run_1/m1.png
Bar = 20 um. Supply wires on this layer in grey.
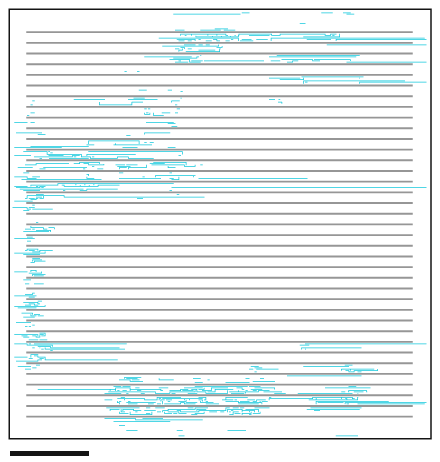
run_1/m2.png
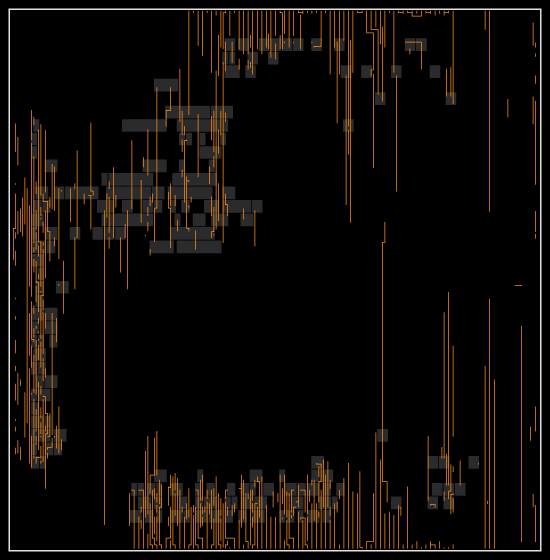
run_1/m3.png
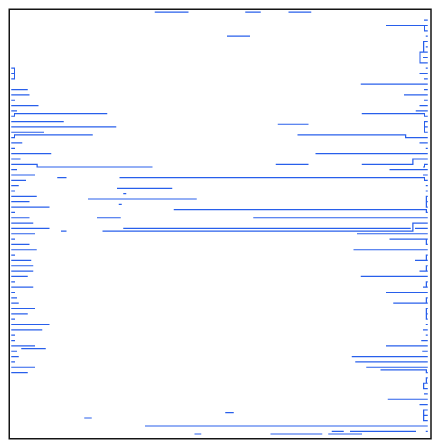
run_1/m4.png
Supply wires on this layer in grey.
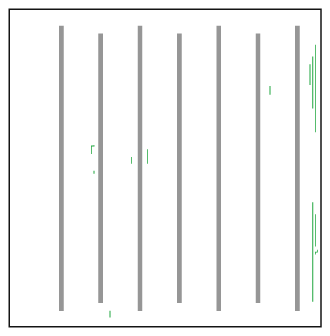
===== src/rtl/mem1port_arbiter_pkg.sv =====
// Shared definitions for the single-port memory arbiter: read-response owner
// encoding and the default fetch starvation limit.
package mem1port_arbiter_pkg;

    typedef enum logic [1:0] {
        OWN_NONE = 2'd0,
        OWN_I    = 2'd1,
        OWN_D    = 2'd2
    } owner_e;

    localparam int unsigned MAX_WAIT_DEFAULT = 4;
    localparam int unsigned CNTW_DEFAULT     = 8;

endpackage


===== src/rtl/mem1port_arbiter_if.sv =====
// Bus bundle for the arbiter: fetch port, data port and shared memory port.
// slave = arbiter view, master = core/memory environment view.
interface mem1port_arbiter_if;

    logic        i_req;
    logic [29:0] i_addr;
    logic        i_gnt;
    logic        i_rresp;
    logic [31:0] i_rdata;

    logic        d_req;
    logic        d_we;
    logic [29:0] d_addr;
    logic [31:0] d_wdata;
    logic [3:0]  d_wstrb;
    logic        d_gnt;
    logic        d_rresp;
    logic [31:0] d_rdata;

    logic        m_ready;
    logic        m_we;
    logic [29:0] m_addr;
    logic [31:0] m_wdata;
    logic [3:0]  m_wstrb;
    logic        m_rresp;
    logic [31:0] m_rdata;

    modport slave (
        input  i_req, i_addr,
        output i_gnt, i_rresp, i_rdata,
        input  d_req, d_we, d_addr, d_wdata, d_wstrb,
        output d_gnt, d_rresp, d_rdata,
        output m_ready, m_we, m_addr, m_wdata, m_wstrb,
        input  m_rresp, m_rdata
    );

    modport master (
        output i_req, i_addr,
        input  i_gnt, i_rresp, i_rdata,
        output d_req, d_we, d_addr, d_wdata, d_wstrb,
        input  d_gnt, d_rresp, d_rdata,
        input  m_ready, m_we, m_addr, m_wdata, m_wstrb,
        output m_rresp, m_rdata
    );

endinterface


===== src/rtl/mem1port_arbiter.sv =====
// Shares one single-port memory between fetch (read-only) and data ports.
// Data port has priority; fetch wins after MAX_WAIT consecutive denials.
module mem1port_arbiter
    import mem1port_arbiter_pkg::*;
#(
    parameter int unsigned MAX_WAIT = MAX_WAIT_DEFAULT,
    parameter int unsigned CNTW     = CNTW_DEFAULT
) (
    input  logic              clk,
    input  logic              resetb,
    mem1port_arbiter_if.slave bus
);

    logic [CNTW-1:0] starv_cnt;
    logic [CNTW-1:0] starv_cnt_nxt;
    owner_e          rd_owner;
    owner_e          rd_owner_nxt;
    logic            sel_i;
    logic            sel_d;

    always_ff @(posedge clk or negedge resetb) begin
        if (!resetb) begin
            starv_cnt <= '0;
            rd_owner  <= OWN_NONE;
        end else begin
            starv_cnt <= starv_cnt_nxt;
            rd_owner  <= rd_owner_nxt;
        end
    end

    always_comb begin
        sel_i = bus.i_req && (!bus.d_req || (starv_cnt >= CNTW'(MAX_WAIT)));
        sel_d = bus.d_req && !sel_i;

        bus.i_gnt   = sel_i;
        bus.d_gnt   = sel_d;
        bus.m_ready = sel_i | sel_d;

        bus.m_we    = 1'b0;
        bus.m_addr  = '0;
        bus.m_wdata = '0;
        bus.m_wstrb = '0;
        if (sel_i) begin
            bus.m_addr = bus.i_addr;
        end else if (sel_d) begin
            bus.m_we    = bus.d_we;
            bus.m_addr  = bus.d_addr;
            bus.m_wdata = bus.d_wdata;
            bus.m_wstrb = bus.d_wstrb;
        end
    end

    // Counter only runs while fetch is actively being denied; saturates.
    always_comb begin
        starv_cnt_nxt = starv_cnt;
        if (!bus.i_req || sel_i) begin
            starv_cnt_nxt = '0;
        end else if (starv_cnt != '1) begin
            starv_cnt_nxt = starv_cnt + 1'b1;
        end
    end

    always_comb begin
        rd_owner_nxt = OWN_NONE;
        if (sel_i) begin
            rd_owner_nxt = OWN_I;
        end else if (sel_d && !bus.d_we) begin
            rd_owner_nxt = OWN_D;
        end
    end

    always_comb begin
        bus.i_rresp = bus.m_rresp && (rd_owner == OWN_I);
        bus.d_rresp = bus.m_rresp && (rd_owner == OWN_D);
        bus.i_rdata = bus.m_rdata;
        bus.d_rdata = bus.m_rdata;
    end

`ifndef SYNTHESIS
    always @(posedge clk) begin
        if (resetb && bus.m_rresp && (rd_owner == OWN_NONE))
            $warning("mem1port_arbiter: unowned read response dropped");
    end
`endif

endmodule


===== src/flat_wrapper.sv =====
// flat-port wrapper written by rule: the top's interface ports become plain ports
module mem1port_arbiter_flat import mem1port_arbiter_pkg::*;
#(
    parameter int unsigned MAX_WAIT = MAX_WAIT_DEFAULT,
    parameter int unsigned CNTW     = CNTW_DEFAULT
)
  (clk, resetb, bus_i_req, bus_i_addr, bus_i_gnt, bus_i_rresp, bus_i_rdata, bus_d_req, bus_d_we, bus_d_addr, bus_d_wdata, bus_d_wstrb, bus_d_gnt, bus_d_rresp, bus_d_rdata, bus_m_ready, bus_m_we, bus_m_addr, bus_m_wdata, bus_m_wstrb, bus_m_rresp, bus_m_rdata);
  mem1port_arbiter_if bus_i ();
  input  logic clk;
  input  logic resetb;
  input wire logic [$bits(bus_i.i_req)-1:0] bus_i_req;
  input wire logic [$bits(bus_i.i_addr)-1:0] bus_i_addr;
  output wire logic [$bits(bus_i.i_gnt)-1:0] bus_i_gnt;
  output wire logic [$bits(bus_i.i_rresp)-1:0] bus_i_rresp;
  output wire logic [$bits(bus_i.i_rdata)-1:0] bus_i_rdata;
  input wire logic [$bits(bus_i.d_req)-1:0] bus_d_req;
  input wire logic [$bits(bus_i.d_we)-1:0] bus_d_we;
  input wire logic [$bits(bus_i.d_addr)-1:0] bus_d_addr;
  input wire logic [$bits(bus_i.d_wdata)-1:0] bus_d_wdata;
  input wire logic [$bits(bus_i.d_wstrb)-1:0] bus_d_wstrb;
  output wire logic [$bits(bus_i.d_gnt)-1:0] bus_d_gnt;
  output wire logic [$bits(bus_i.d_rresp)-1:0] bus_d_rresp;
  output wire logic [$bits(bus_i.d_rdata)-1:0] bus_d_rdata;
  output wire logic [$bits(bus_i.m_ready)-1:0] bus_m_ready;
  output wire logic [$bits(bus_i.m_we)-1:0] bus_m_we;
  output wire logic [$bits(bus_i.m_addr)-1:0] bus_m_addr;
  output wire logic [$bits(bus_i.m_wdata)-1:0] bus_m_wdata;
  output wire logic [$bits(bus_i.m_wstrb)-1:0] bus_m_wstrb;
  input wire logic [$bits(bus_i.m_rresp)-1:0] bus_m_rresp;
  input wire logic [$bits(bus_i.m_rdata)-1:0] bus_m_rdata;
  assign bus_i.i_req = bus_i_req;
  assign bus_i.i_addr = bus_i_addr;
  assign bus_i_gnt = bus_i.i_gnt;
  assign bus_i_rresp = bus_i.i_rresp;
  assign bus_i_rdata = bus_i.i_rdata;
  assign bus_i.d_req = bus_d_req;
  assign bus_i.d_we = bus_d_we;
  assign bus_i.d_addr = bus_d_addr;
  assign bus_i.d_wdata = bus_d_wdata;
  assign bus_i.d_wstrb = bus_d_wstrb;
  assign bus_d_gnt = bus_i.d_gnt;
  assign bus_d_rresp = bus_i.d_rresp;
  assign bus_d_rdata = bus_i.d_rdata;
  assign bus_m_ready = bus_i.m_ready;
  assign bus_m_we = bus_i.m_we;
  assign bus_m_addr = bus_i.m_addr;
  assign bus_m_wdata = bus_i.m_wdata;
  assign bus_m_wstrb = bus_i.m_wstrb;
  assign bus_i.m_rresp = bus_m_rresp;
  assign bus_i.m_rdata = bus_m_rdata;
  mem1port_arbiter #(.MAX_WAIT(MAX_WAIT), .CNTW(CNTW)) u_core (.clk(clk), .resetb(resetb), .bus(bus_i));
endmodule

===== config.mk =====
export PLATFORM = sky130hd
export DESIGN_NAME = mem1port_arbiter_flat
export DESIGN_NICKNAME = d
export VERILOG_FILES = /design/src/rtl/mem1port_arbiter_pkg.sv /design/src/rtl/mem1port_arbiter_if.sv /design/src/rtl/mem1port_arbiter.sv /design/src/flat_wrapper.sv
export SDC_FILE = /design/constraint.sdc
export NUM_CORES = 1
export LEC_CHECK = 0
export CORE_AREA = 4 4 103 105
export DETAILED_ROUTE_END_ITERATION = 7
export DIE_AREA = 0 0 107 109
export DONT_BUFFER_PORTS = 1
export SYNTH_ARGS = -nofsm -noshare
export SYNTH_HDL_FRONTEND = slang
export SYNTH_SLANG_ARGS = --single-unit

===== constraint.sdc =====
create_clock -name clk -period 3.9 [get_ports clk]
set_clock_uncertainty 0.1 [all_clocks]
set_input_delay 1.17 -clock clk [delete_from_list [all_inputs] [get_ports clk]]
set_output_delay 1.17 -clock clk [all_outputs]
set_load 0.01 [all_outputs]

==> results_slide.txt, run 1 <==
Physical Implementation Snapshot

Placement
  – GP Congestion: 0.6943
  – DP Wirelength: 5466 um
  – Dpl cell area: 0.001355 mm^2
  – Number of port buffers: 0

Route
  – DR WL/cell: 21.47 um
  – DRC violations left: 0
  – Met1 WL: 2172 um
  – Antenna viol nets, final: 0
  – DR iter-0 viols: 93
  – Top Layer Used: met5
  – Drt via density: 4.806
  – Metal3 WL: 1250 um
  – Met2 routed WL: 2996 um

Logic synthesis
  – Top cells by area: buf_4, dfrtp_1, and3_1
  – Synth top cells by count: buf_4, and3_1, nand2_1, o211ai_1, o21ai_1
  – Dominant kind of combinational cell: buffers and inverters
  – Post-Synth Adder-Cell Area: 1.445%
  – Post-Synthesis Cells: 250
  – Commonest flop: dfrtp_1
  – Synth cell types: 27
  – Synthesized area: 0.001732 mm^2
  – Area fraction in mux cells: 0%
  – Xor/xnor share: 0%
  – # Cells Yosys: 250
  – YS warnings: 0
  – Basic Gates by Area: 25.14%
  – Post-synth top area cell: buf_4
  – And-or/or-and share of the synthesized area: 22.62%
  – YS chip area: 0.001732 mm^2
  – Number of synthesized flops with an enable pin: 0
  – Area share, top type: 28.18%

Global routing
  – Antenna violations before repair: 10
  – Vias in the first global route: 1,452
  – Global-route wire length before repair: 9315 um
  – Pin count of the biggest net entering global routing: 73
  – GRT Residual Overflow: 0

Pwr
  – Sequential share of power: 35.0%
  – Sw Ratio: 33.58%
  – P_int: 0.0002085 W
  – Pwr Density: 223.6 mW/mm^2
  – Clock Power Share: 32.5%
  – Comb pwr share: 32.5%
  – Maximum vdd drop: 0.07458 mV

Setup path
  – Crit path launch type: input pin
  – Crit path max fanout: 72
  – Worst path slowest cell: or4b_1
  – Max incr delay on CP: 0.51 ns
  – Worst path arrival time: 2.52 ns
  – Cells along the critical path: or4b_1 -> o21ai_4 -> buf_4 -> and3_1
  – WP buf/inv: 1
  – Crit. End Element: output pin
  – FF-to-FF setup slack: 2.17 ns
  – CP required: 2.63 ns

Job
  – Max cap viols: 0
  – Log Warnings: 28

Worst hold path
  – Hold Crit Class: reg -> reg
  – Worst hold path depth: 1

CTS
  – Root Driver: clkbuf_8
  – Resize count post-CTS: 0
  – Setup Fix Bufs, Post-CTS: 0
  – Clk pin slew, worst setup/hold paths: 0.04 ns
  – Post-CTS Hold Fix Bufs: 0
  – Cts bufs inserted: 3

Floorplanning
  – Total core area: 0.009639 mm^2
  – Die Y: 109 um
  – Num rows: 36
  – Die width: 107 um
  – I/O Pins: 270

Finish
  – Dominant logic cell type in the layout: and3_1
  – Top cells excl fill/tap: and3_1, nand2_1, o211ai_1
  – Fin nets: 312
  – Sequential cell area: 250.2 um^2
  – Final instance area: 0.001404 mm^2
  – Logic area: 870.8 um^2
  – Share of layout cells above drive strength 1: 8.046%

STA
  – Final Critical Period: 3.787 ns
  – Fin. Hold Viols: 0
  – Peak Freq: 0.2640 GHz
  – Count of final setup violators: 0
  – Fin. max-slew vios: 0
  – RSZ-0062 raised after global routing: no

Status
  – Status: finished, final reports clean
Notes on m1.png above:
main direction = horizontal
wire length on this layer = 2,170 um
nets with wire on the layer = 224
longest straight run = 64.9 um
drt total wl: 6635 um
vias: 1,485
met1 Resource Use GR: 11.33%

Notes on m2.png above:
nets with wire on the layer = 275
share of all routed wire = 45%
GRT met2 Usage: 15.74%

Notes on m3.png above:
longest straight run = 78.9 um
main direction = horizontal
share of all routed wire = 19%
wire length on this layer = 1,250 um
nets with wire on the layer = 112
GRT met3 Usage: 8.230%

Notes on m4.png above:
nets with wire on the layer = 12
longest straight run = 34.0 um
share of all routed wire = 1.8%
main direction = vertical

run 1: state kept, by name (all words and copies together), names as in the netlist:
signal	flops
u_core.starv_cnt	8
u_core.rd_owner	2
run 1: power groups by stage:
| stage | sequential (W) | combinational [W] | clock, W |
|---|---|---|---|
| after detailed placement | 0.000111 | 0.000102 | 0 |
| final | 0.000110 | 0.000102 | 0.000102 |
| after CTS | 0.000110 | 0.000103 | 0.000107 |
| after global placement | 0.000111 | 0.000100 | 0 |
| after global routing | 0.000110 | 0.000113 | 0.000111 |
| after floorplan | 0.000111 | 0.000166 | 0 |
run 1: per-stage QoR:
stage	utilization, %	hold WS [ns]	setup WS [ns]	std cells
finish	14.56	0.3717	0.1128	309
global route	14.54	0.4155	0.05647	308
CTS	14.49	0.3743	0.09502	307
detailed placement	14.06	0.3685	0.09622	304
global placement	14.06	0.3470	0.1459	304
floorplan	-	0.3314	0.1388	254
run 1: area by class of cell:
class,instances,share of cell area [%]
timing repair buffer,7,3.743
clock buffer,3,2.941
tap,133,11.85
inverter,4,1.248
antenna,2,0.3565
multi-input combinational,150,62.03
sequential,10,17.83
run 1: path summary, 6_finish.rpt:
path / from / to
worst max register to register: u_core.starv_cnt[6]$_DFFE_PN0P_ / u_core.rd_owner[1]$_DFF_PN0_
worst min register to register: u_core.starv_cnt[0]$_DFFE_PN0P_ / u_core.starv_cnt[0]$_DFFE_PN0P_
min in group asynchronous: resetb / u_core.rd_owner[1]$_DFF_PN0_
max in group asynchronous: resetb / u_core.rd_owner[0]$_DFF_PN0_
worst min-delay path: u_core.starv_cnt[0]$_DFFE_PN0P_ / u_core.starv_cnt[0]$_DFFE_PN0P_
worst max-delay path: bus_d_req / bus_m_wdata[29]
run_1/congestion_map.png
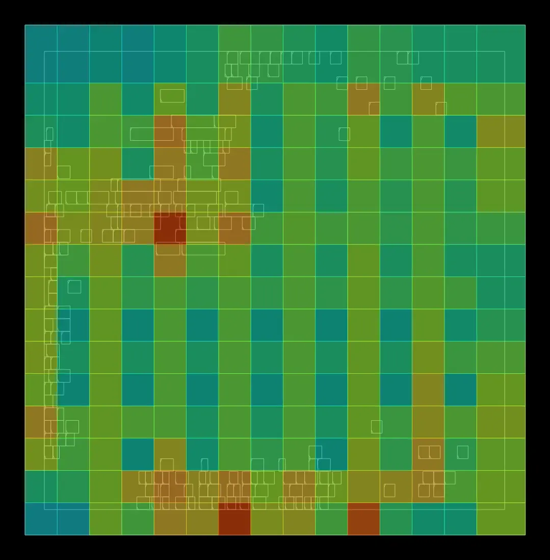

## Run 2: what changed since run 1
--- a/config.mk
+++ b/config.mk
@@ -5,9 +5,9 @@
 export SDC_FILE = /design/constraint.sdc
 export NUM_CORES = 1
 export LEC_CHECK = 0
-export CORE_AREA = 4 4 103 105
+export CORE_AREA = 3 3 105 107
 export DETAILED_ROUTE_END_ITERATION = 7
-export DIE_AREA = 0 0 107 109
+export DIE_AREA = 0 0 108 110
 export DONT_BUFFER_PORTS = 1
 export SYNTH_ARGS = -nofsm -noshare
 export SYNTH_HDL_FRONTEND = slang
run_2/congestion_map.png
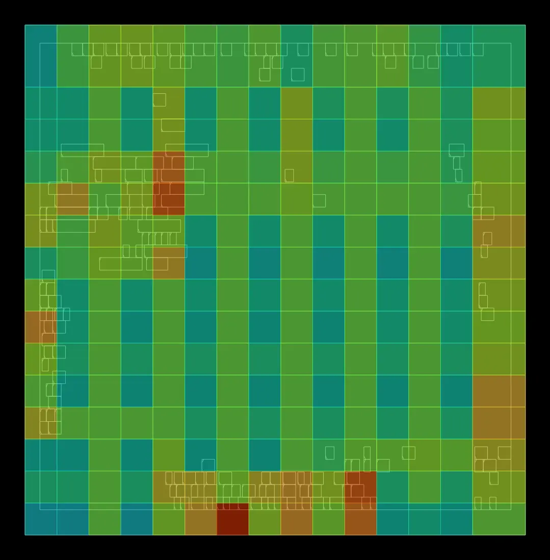
GRT Util Overall: 8.566%
met1 Resource Use GR: 12.20%

run_2/m2.png
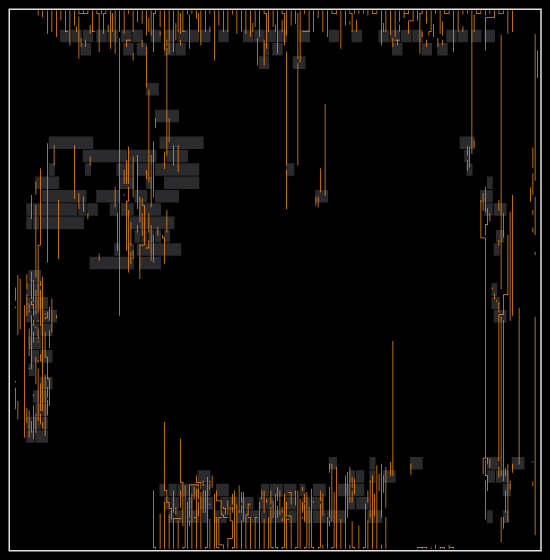
longest straight run = 56.4 um
nets with wire on the layer = 266
main direction = vertical
share of all routed wire = 42%
vias: 1,421
GRT met2 Usage: 11.32%

==> results_slide.txt, run 2 <==
Physical Implementation Snapshot

Status
  – Status: finished, final reports clean

Pwr
  – Sw Ratio: 32.09% (-1.5 points)
  – Sequential share of power: 31.8% (-3.2 points)
  – Pwr Density: 237.3 mW/mm^2 (+6.1%)
  – Clock Power Share: 37.2% (+4.7 points)
  – Maximum vdd drop: 0.3253 mV (+340%)

Setup path
  – Reg-to-reg endpoint: u_core.rd_owner[1]$_DFF_PN0_
  – Cells along the critical path: or4b_1 -> o21ai_4 -> inv_2 -> buf_12 -> o21ai_0 -> buf_4
  – Worst r2r src: u_core.starv_cnt[4]$_DFFE_PN0P_
  – CP required: 2.63 ns (about the same)
  – Max incr delay on CP: 0.50 ns (about the same)

Route
  – DR iter-0 viols: 68 (-27%)
  – Metal3 WL: 555 um (-56%)
  – Antenna viol nets, final: 0 (unchanged)
  – DRC violations left: 0 (unchanged)
  – Drt total wl: 5849 um (-12%)

CTS
  – Setup Fix Bufs, Post-CTS: 0 (unchanged)
  – Resize count post-CTS: 0 (unchanged)

Logic synthesis
  – Post-Synthesis Cells: 250 (unchanged)
  – YS warnings: 0 (unchanged)
  – # Cells Yosys: 250 (unchanged)
  – Synth top cells by count: buf_4, and3_1, nand2_1, o211ai_1, o21ai_1
  – Commonest flop: dfrtp_1

Placement
  – Pre-CTS WS: 0.1727 ns (+0.07644 ns)
  – Cells after DPL: 311 (+2.3%)

Finish
  – Cell Count, Final, Fillers Out: 315 (+1.9%)
  – Dominant logic cell type in the layout: and3_1

STA
  – Fin. Hold Viols: 0 (unchanged)
  – Final setup margin: 0.1545 ns (+0.04165 ns)
  – RSZ-0062 raised after global routing: no
  – Hold WS: 0.3583 ns (-0.01339 ns)
  – Peak Freq: 0.2670 GHz (+1.1%)
  – Final Critical Period: 3.746 ns (-0.04165 ns)

Worst hold path
  – Hold Crit Class: reg -> reg
  – Worst hold path depth: 1 (unchanged)

Global routing
  – Antenna violations before repair: 1 (-9)

Job
  – Log Warnings: 28 (unchanged)
## run 2: cell type report
| class | instances | area, um^2 |
|---|---|---|
| clock buffers | 4 | 55.05 |
| fillers | 1157 | 8775 |
| inverters | 4 | 15.01 |
| multi-input cells | 150 | 870.8 |
| flip-flops and latches | 10 | 250.2 |
| well taps | 136 | 170.2 |
| repair buffers | 11 | 95.09 |
## run 2: worst max path at each step
stage,cells after the start,from,slack (ns),to
final,6,bus_d_req,0.15,bus_m_addr[0]
after global routing,4,bus_d_req,0.1,bus_m_wdata[31]
after CTS,5,bus_d_req,0.17,bus_m_addr[28]
after detailed placement,5,bus_d_req,0.17,bus_m_addr[28]
after global placement,6,bus_d_req,0.20,bus_m_addr[28]
after floorplan,7,bus_d_req,0.14,bus_m_addr[21]
## run 2: metrics by stage
stage	power, W	util, %	cell area, um^2
after CTS	0.0003516	14.24	1456
after detailed placement	0.0002194	13.70	1401
after floorplan	0.0002761	-	1747
after global placement	0.0002174	13.70	1401
after global routing	0.0003685	14.24	1456
final	0.0003455	14.24	1456
## run 2: worst max-delay path: cells and delay by family
kind	cells	cell delay, ns
and+or+nand+nor	1	0.50
buffers and inverters	3	0.38
AOI/OAI and AO/OA	2	0.40
## run 2: cell families (layout without fill, tap and decap cells)
group           count (synthesis)  after routing  synth area share [%]
compound gates                 61             61                 22.62
fa+ha+maj                       2              2                 1.445
buf+inv                        94             19                 36.13
flops                          10             10                 14.45
other cells                     1              5                0.2166
simple gates                   82             82                 25.14
## run 2: power groups by stage
stage          clock [W]  combinational (W)  sequential (W)
3_5_place_dp           0           0.000108        0.000112
4_1_cts         0.000134           0.000108        0.000110
3_3_place_gp           0           0.000106        0.000111
2_1_floorplan          0           0.000166        0.000111
5_1_grt         0.000140           0.000118        0.000110
6_report        0.000129           0.000107        0.000110
Power is estimated from default activity; no workload was simulated.
